<file path="config.mk">
export PLATFORM = sky130hd
export DESIGN_NAME = imem_loader_flat
export DESIGN_NICKNAME = d
export VERILOG_FILES = /design/src/rtl/imem_loader_if.sv /design/src/rtl/imem_loader.sv /design/src/flat_wrapper.sv
export SDC_FILE = /design/constraint.sdc
export NUM_CORES = 1
export LEC_CHECK = 0
export CAP_MARGIN = 20
export CORE_ASPECT_RATIO = 0.8
export CORE_UTILIZATION = 40
export CTS_CLUSTER_SIZE = 30
export DETAILED_ROUTE_END_ITERATION = 8
export GPL_TIMING_DRIVEN = 1
export PLACE_DENSITY_LB_ADDON = 0.15
export SETUP_SLACK_MARGIN = 0.15
export SLEW_MARGIN = 10
export SYNTH_ARGS = -nofsm -noshare
export SYNTH_HDL_FRONTEND = slang
export SYNTH_SLANG_ARGS = --single-unit
</file>
<file path="constraint.sdc">
create_clock -name i_clk -period 6.4 [get_ports i_clk]
set_input_delay 0.64 -clock i_clk [delete_from_list [all_inputs] [get_ports i_clk]]
set_output_delay 0.64 -clock i_clk [all_outputs]
set_load 0.03 [all_outputs]
</file>
<file path="src/rtl/imem_loader_if.sv">
// Loader bus: load control, byte-stream handshake and instruction-memory write port.
// Widths are fixed by the 1024-word program ROM: 11-bit word count, 32-bit byte address.
interface imem_loader_if;
    logic        start;
    logic [10:0] num_words;
    logic [7:0]  rx_data;
    logic        rx_valid;
    logic        rx_ready;
    logic        mem_we;
    logic [31:0] mem_addr;
    logic [31:0] mem_wdata;
    logic        busy;
    logic        done;
    logic        err;

    modport master (
        output start, num_words, rx_data, rx_valid,
        input  rx_ready, mem_we, mem_addr, mem_wdata, busy, done, err
    );

    modport slave (
        input  start, num_words, rx_data, rx_valid,
        output rx_ready, mem_we, mem_addr, mem_wdata, busy, done, err
    );
endinterface

</file>
<file path="src/rtl/imem_loader.sv">
// Instruction-memory loader: packs a big-endian byte stream into words written to imem; IMEM_LOADER_CHECKSUM_EN adds a trailing XOR check byte.
// Latency: 4 accepted bytes + 1 write cycle per word; rx_ready decodes from state only, so stalls on rx_valid just hold.
module imem_loader #(
    parameter int DEPTH = 1024
) (
    input  logic         i_clk,
    input  logic         i_rst,
    imem_loader_if.slave bus
);
    localparam int AW = $clog2(DEPTH);

`ifdef IMEM_LOADER_CHECKSUM_EN
    typedef enum logic [2:0] {S_IDLE, S_RECV, S_WRITE, S_CHECK, S_DONE} state_t;
    localparam state_t S_TAIL = S_CHECK;
`else
    typedef enum logic [2:0] {S_IDLE, S_RECV, S_WRITE, S_DONE} state_t;
    localparam state_t S_TAIL = S_DONE;
`endif

    state_t        r_state;
    state_t        w_state_nxt;
    logic [AW-1:0] r_idx;
    logic [10:0]   r_cnt;
    logic [1:0]    r_bcnt;
    logic [31:0]   r_word;

    logic          w_rx_ready;
    logic          w_mem_we;
    logic          w_busy;
    logic          w_done;
    logic          w_hs;
    logic          w_last;
    logic [10:0]   w_clamped;
    logic [10:0]   w_idx_inc;

    assign w_clamped = (bus.num_words > 11'(DEPTH)) ? 11'(DEPTH) : bus.num_words;
    assign w_idx_inc = 11'(r_idx) + 11'd1;
    assign w_last    = (w_idx_inc == r_cnt);
    assign w_hs      = bus.rx_valid & w_rx_ready;

    always_ff @(posedge i_clk or posedge i_rst) begin
        if (i_rst) begin
            r_state <= S_IDLE;
        end else begin
            r_state <= w_state_nxt;
        end
    end

    always_comb begin
        w_state_nxt = r_state;
        w_rx_ready  = 1'b0;
        w_mem_we    = 1'b0;
        w_busy      = 1'b0;
        w_done      = 1'b0;
        case (r_state)
            S_IDLE: begin
                if (bus.start) begin
                    w_state_nxt = (w_clamped == 11'd0) ? S_TAIL : S_RECV;
                end
            end
            S_RECV: begin
                w_rx_ready = 1'b1;
                w_busy     = 1'b1;
                if (bus.rx_valid && r_bcnt == 2'd3) begin
                    w_state_nxt = S_WRITE;
                end
            end
            S_WRITE: begin
                w_mem_we    = 1'b1;
                w_busy      = 1'b1;
                w_state_nxt = w_last ? S_TAIL : S_RECV;
            end
`ifdef IMEM_LOADER_CHECKSUM_EN
            S_CHECK: begin
                w_rx_ready = 1'b1;
                w_busy     = 1'b1;
                if (bus.rx_valid) begin
                    w_state_nxt = S_DONE;
                end
            end
`endif
            S_DONE: begin
                w_done      = 1'b1;
                w_state_nxt = S_IDLE;
            end
            default: w_state_nxt = S_IDLE;
        endcase
    end

    // The byte counter wraps to 0 on the 4th byte, so each new word starts clean.
    always_ff @(posedge i_clk or posedge i_rst) begin
        if (i_rst) begin
            r_idx  <= '0;
            r_cnt  <= '0;
            r_bcnt <= '0;
            r_word <= '0;
        end else begin
            if (r_state == S_IDLE && bus.start) begin
                r_cnt  <= w_clamped;
                r_idx  <= '0;
                r_bcnt <= '0;
            end
            if (r_state == S_RECV && w_hs) begin
                r_word <= {r_word[23:0], bus.rx_data};
                r_bcnt <= r_bcnt + 2'd1;
            end
            if (r_state == S_WRITE && !w_last) begin
                r_idx <= r_idx + AW'(1);
            end
        end
    end

`ifdef IMEM_LOADER_CHECKSUM_EN
    logic [7:0] r_xor;
    logic       r_err;

    always_ff @(posedge i_clk or posedge i_rst) begin
        if (i_rst) begin
            r_xor <= '0;
            r_err <= 1'b0;
        end else if (r_state == S_IDLE && bus.start) begin
            r_xor <= '0;
            r_err <= 1'b0;
        end else if (r_state == S_RECV && w_hs) begin
            r_xor <= r_xor ^ bus.rx_data;
        end else if (r_state == S_CHECK && w_hs) begin
            r_err <= (bus.rx_data != r_xor);
        end
    end

    assign bus.err = r_err;
`else
    assign bus.err = 1'b0;
`endif

    assign bus.rx_ready  = w_rx_ready;
    assign bus.mem_we    = w_mem_we;
    assign bus.mem_addr  = w_mem_we ? {{(30-AW){1'b0}}, r_idx, 2'b00} : 32'd0;
    assign bus.mem_wdata = w_mem_we ? r_word : 32'd0;
    assign bus.busy      = w_busy;
    assign bus.done      = w_done;
endmodule

</file>
<file path="src/flat_wrapper.sv">
// flat-port wrapper written by rule: the top's interface ports become plain ports
module imem_loader_flat 
#(
    parameter int DEPTH = 1024
)
  (i_clk, i_rst, bus_start, bus_num_words, bus_rx_data, bus_rx_valid, bus_rx_ready, bus_mem_we, bus_mem_addr, bus_mem_wdata, bus_busy, bus_done, bus_err);
  imem_loader_if bus_i ();
  input  logic i_clk;
  input  logic i_rst;
  input wire logic [$bits(bus_i.start)-1:0] bus_start;
  input wire logic [$bits(bus_i.num_words)-1:0] bus_num_words;
  input wire logic [$bits(bus_i.rx_data)-1:0] bus_rx_data;
  input wire logic [$bits(bus_i.rx_valid)-1:0] bus_rx_valid;
  output wire logic [$bits(bus_i.rx_ready)-1:0] bus_rx_ready;
  output wire logic [$bits(bus_i.mem_we)-1:0] bus_mem_we;
  output wire logic [$bits(bus_i.mem_addr)-1:0] bus_mem_addr;
  output wire logic [$bits(bus_i.mem_wdata)-1:0] bus_mem_wdata;
  output wire logic [$bits(bus_i.busy)-1:0] bus_busy;
  output wire logic [$bits(bus_i.done)-1:0] bus_done;
  output wire logic [$bits(bus_i.err)-1:0] bus_err;
  assign bus_i.start = bus_start;
  assign bus_i.num_words = bus_num_words;
  assign bus_i.rx_data = bus_rx_data;
  assign bus_i.rx_valid = bus_rx_valid;
  assign bus_rx_ready = bus_i.rx_ready;
  assign bus_mem_we = bus_i.mem_we;
  assign bus_mem_addr = bus_i.mem_addr;
  assign bus_mem_wdata = bus_i.mem_wdata;
  assign bus_busy = bus_i.busy;
  assign bus_done = bus_i.done;
  assign bus_err = bus_i.err;
  imem_loader #(.DEPTH(DEPTH)) u_core (.i_clk(i_clk), .i_rst(i_rst), .bus(bus_i));
endmodule
</file>
route_heat.png
20 x 16 tiles, from dark blue (low) to red (high), scaled to the fullest tile. Values are wire area over tile area, all layers added.
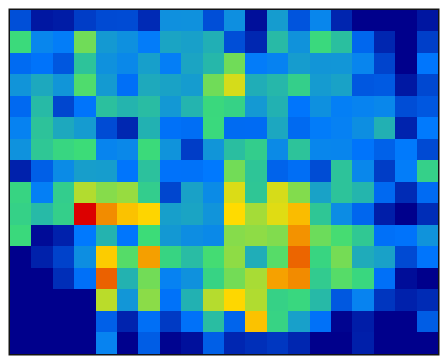
nearly empty tiles = 10%
fullest tile = 0.40
tiles over half the peak = 15%
mean over tiles = 0.13
total routed wirelength: 6620 µm
Total GRT Usage: 17.6%

placed.png
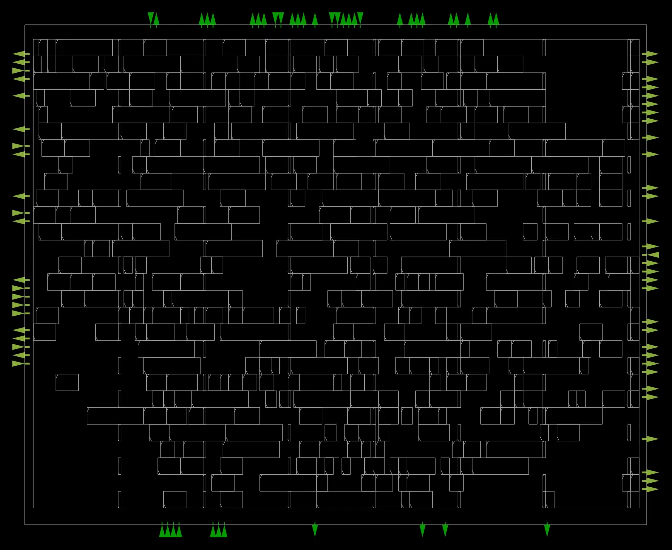
sequential cell area share: 35.5%
Final Util: 53.6%

sizing.png
The bar under the picture is 20 µm long.
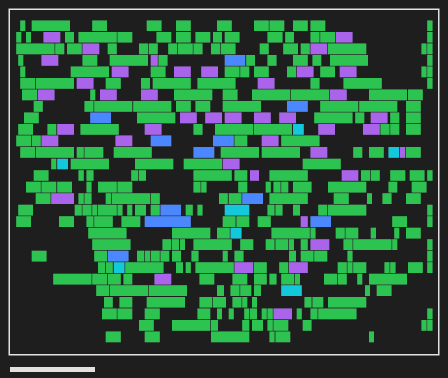
blue -> x6 and larger  # cells 11, share 3.0%, most used clkbuf_8
purple -> x2  # cells 42, share 11%, most used mux2_2
cyan -> x3 and x4  # cells 7, share 1.9%, most used buf_4
green -> x1 and smaller  # cells 311, share 84%, most used clkdlybuf4s50_1
Signal buffers: 71
final setup margin: 3.28 ns
area growth from synthesis to layout: 27.9%

clock_wires.png
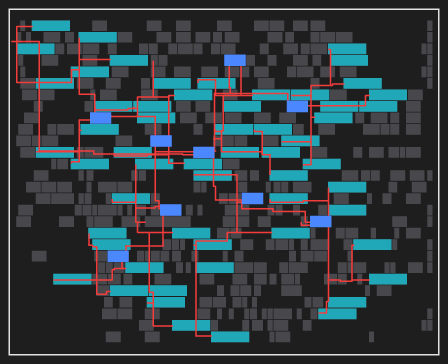
red -> clock wires  # length 791 µm
blue -> clock-net drivers  # count 9
cyan -> flip-flops  # count 57
routed clock nets = 10

state kept, by name, summed over array words and instances, names as in the netlist:
name            flops
u_core.r_word      32
u_core.r_idx       10
u_core.r_bcnt       2
u_core.r_state      2
u_core.r_cnt       11
worst max path at each step:
stage / startpoint / to / slack [ns] / cells after the start
finish: u_core.r_state[0] / bus_mem_wdata[9] / 3.28 / 5
global route: u_core.r_state[0] / bus_mem_addr[10] / 3.07 / 5
CTS: u_core.r_state[0] / bus_mem_wdata[9] / 3.24 / 5
detailed placement: u_core.r_idx[0] / u_core.r_idx[4] / 3.57 / 8
global placement: u_core.r_idx[0] / u_core.r_idx[5] / 3.69 / 8
floorplan: u_core.r_state[0] / bus_mem_wdata[10] / 4.07 / 5
through the flow:
| step | power [mW] | instance area [µm²] | hold slack [ns] | cells | util, % |
|---|---|---|---|---|---|
| final | 1.77 | 4020 | 0.496 | 476 | 53.6 |
| after global routing | 1.90 | 4020 | 0.527 | 476 | 53.6 |
| after CTS | 1.79 | 4020 | 0.503 | 476 | 53.6 |
| after detailed placement | 1.45 | 3820 | 0.486 | 460 | 50.9 |
| after global placement | 1.43 | 3820 | 0.479 | 460 | 50.9 |
| after floorplan | 1.21 | 3220 | 0.467 | 320 | - |
routing by layer:
| metal | up-vias | share of wire [%] | track usage [%] | wire length (µm) |
|---|---|---|---|---|
| li1 | 1106 | - | - | - |
| met1 | 1064 | 50 | 24.0 | 3290 |
| met2 | 69 | 45 | 26.7 | 2990 |
| met3 | 4 | 4.5 | 6.11 | 298 |
| met4 | 0 | 0.59 | 4.35 | 39 |
| met5 | - | 0 | 0 | 0 |
worst max-delay path: stages, from the launching register on:
cell	delay (ns)
dfrtp_1	0.41
inv_1	0.11
ha_1	0.48
buf_4	0.32
and2_1	0.16
clkdlybuf4s50_1	0.68
cells by family (layout without fill, tap and decap cells):
group           after synthesis  count (layout)  synth area share, %
mux                          35              35                 12.5
compound gates               35              35                 8.09
other cells                   1              23                0.119
xor+xnor                     16              16                 4.46
buf+inv                      48              99                 9.01
fa+ha+maj                     6               6                 2.39
simple gates                100             100                 18.0
flops                        57              57                 45.4
cell usage after synthesis, drive strengths merged:
library cell / count / area, µm²
o211ai: 1 / 12.5
xnor2: 12 / 105
a21oi: 3 / 15.0
clkbuf: 9 / 33.8
nand3: 11 / 55.1
or3: 7 / 43.8
mux2: 33 / 372
o31ai: 1 / 12.5
o22ai: 1 / 6.26
o211a: 1 / 10.0
nor4: 5 / 37.5
xor2: 4 / 35.0
dfrtp: 57 / 1430
nor2: 12 / 45.0
nand4b: 1 / 8.76
a21o: 1 / 7.51
and3: 1 / 6.26
and2: 35 / 219
o21bai: 2 / 15.0
nor2b: 1 / 6.26
a22o: 4 / 35.0
o221ai: 3 / 26.3
a221oi: 1 / 15.0
buf: 27 / 204
mux2i: 2 / 20.0
or4b: 1 / 13.8
ha: 6 / 75.1
a211oi: 1 / 7.51
nor3: 1 / 5.00
o21ai: 16 / 91.3
nand2b: 6 / 37.5
inv: 12 / 45.0
conb: 1 / 3.75
nand4: 3 / 25.0
nand2: 16 / 62.6
==> impl_metrics.yaml <==
# flow metrics
setup_path:
  path_class: "flop to output pin"
  r2r_end: "u_core.r_idx[4]"
  worstSetupStartpointType: "flop"
  worst-r2r-cell-count: 8
  r2r_start: "u_core.r_idx[0]"
  cp_max_fo: 27
  reg2reg_slack_ns: 3.52
  critical_path_arrival_ns: 2.48
power_and_ir_drop:
  power_frac_clock_pct: 18.8
  p_leak_nw: 1.69
  top_power_group: "combinational cells"
  comb_power_share_pct: 44.9
  internal_power_mw: 1.08
  irDropWorstVdd_mv: 0.240
  power.density_mw_per_mm2: 441
  sequentialPowerShare_pct: 36.3
  combinationalPower_uw: 796
synthesis:
  ys_warn_count: 0
  synth_cell_types: 42
  yosysSeqAreaShare_pct: 45.4
  ys_area_mm2: 0.00314
  syn_inst: 298
  synth.avg_cell_area_um2: 10.5
  syn-cell-area_mm2: 0.00314
finish:
  logic_gates: 215
  nNonClkInverters: 12
  logic_area_mm2: 0.00151
  nets: 395
  flops: 57
  drive_gt1_share_pct: 16.2
  comb_share_pct: 37.7
  antenna_cells: 0
  lay_top_count: "clkdlybuf4s50_1"
  final-clk-cell-share_pct: 4.89
  nonClkBufAreaFrac_pct: 17.5
  fill_cells: 679
  flop_area_mm2: 0.00143
run:
  max_cap_viol_count: 0
  warnings: 29
die:
  die_h_um: 81.2
  fp_util_pct: 41.9
  chip_area_mm2: 0.00821
  taps: 105
  die_w_um: 101
  floorplan.rows: 28
  core_region_area_mm2: 0.00750
placement:
  dp_hpwl_um: 4690
  portBuffers: 68
  finalWeightedCongestion: 0.833
route:
  avgViaCountPerCell: 4.71
  drcViolationCount: 0
  wl_per_cell_um: 13.9
  drt_iter0_drc: 87
  detail-route-antenna-nets: 0
hold_path:
  min_path_cells: 1
  hold_end: "u_core.r_word[31]"
  min_from: "u_core.r_word[31]"
final_timing:
  clock.fmax_ghz: 0.320
  hold_viol_final: 0
  finalSetupTns_ns: 0
  worstMarginPinSlew_ns: 0.765
  fin_crit_sh_pct: 48.8
  clock_skew_ns: 0.00732
  slew_viol_final: 0
  setup_viol: 0
  period_minus_slack_ns: 3.12
  rsz0062_at_grt: "no"
global_routing:
  grt_max_degree: 58
  antenna_found_initial: 0
  grt_overflow: 0
  grt_pass1_wl_um: 10800
  grt_pass1_vias: 2068
clock_network:
  clock_latency_ns: 0.33
  cts_buffers: 9
  ctsResizeCount: 0
  cts.sinks: 57
  postCtsSetupBuffers: 0
  clk_root_buffer_cell: "clkbuf_8"
  hold_buffers: 0
  clockBufferDepth: 2
status:
  outcome: "complete, no violations"
Power and IR drop assume default switching activity.
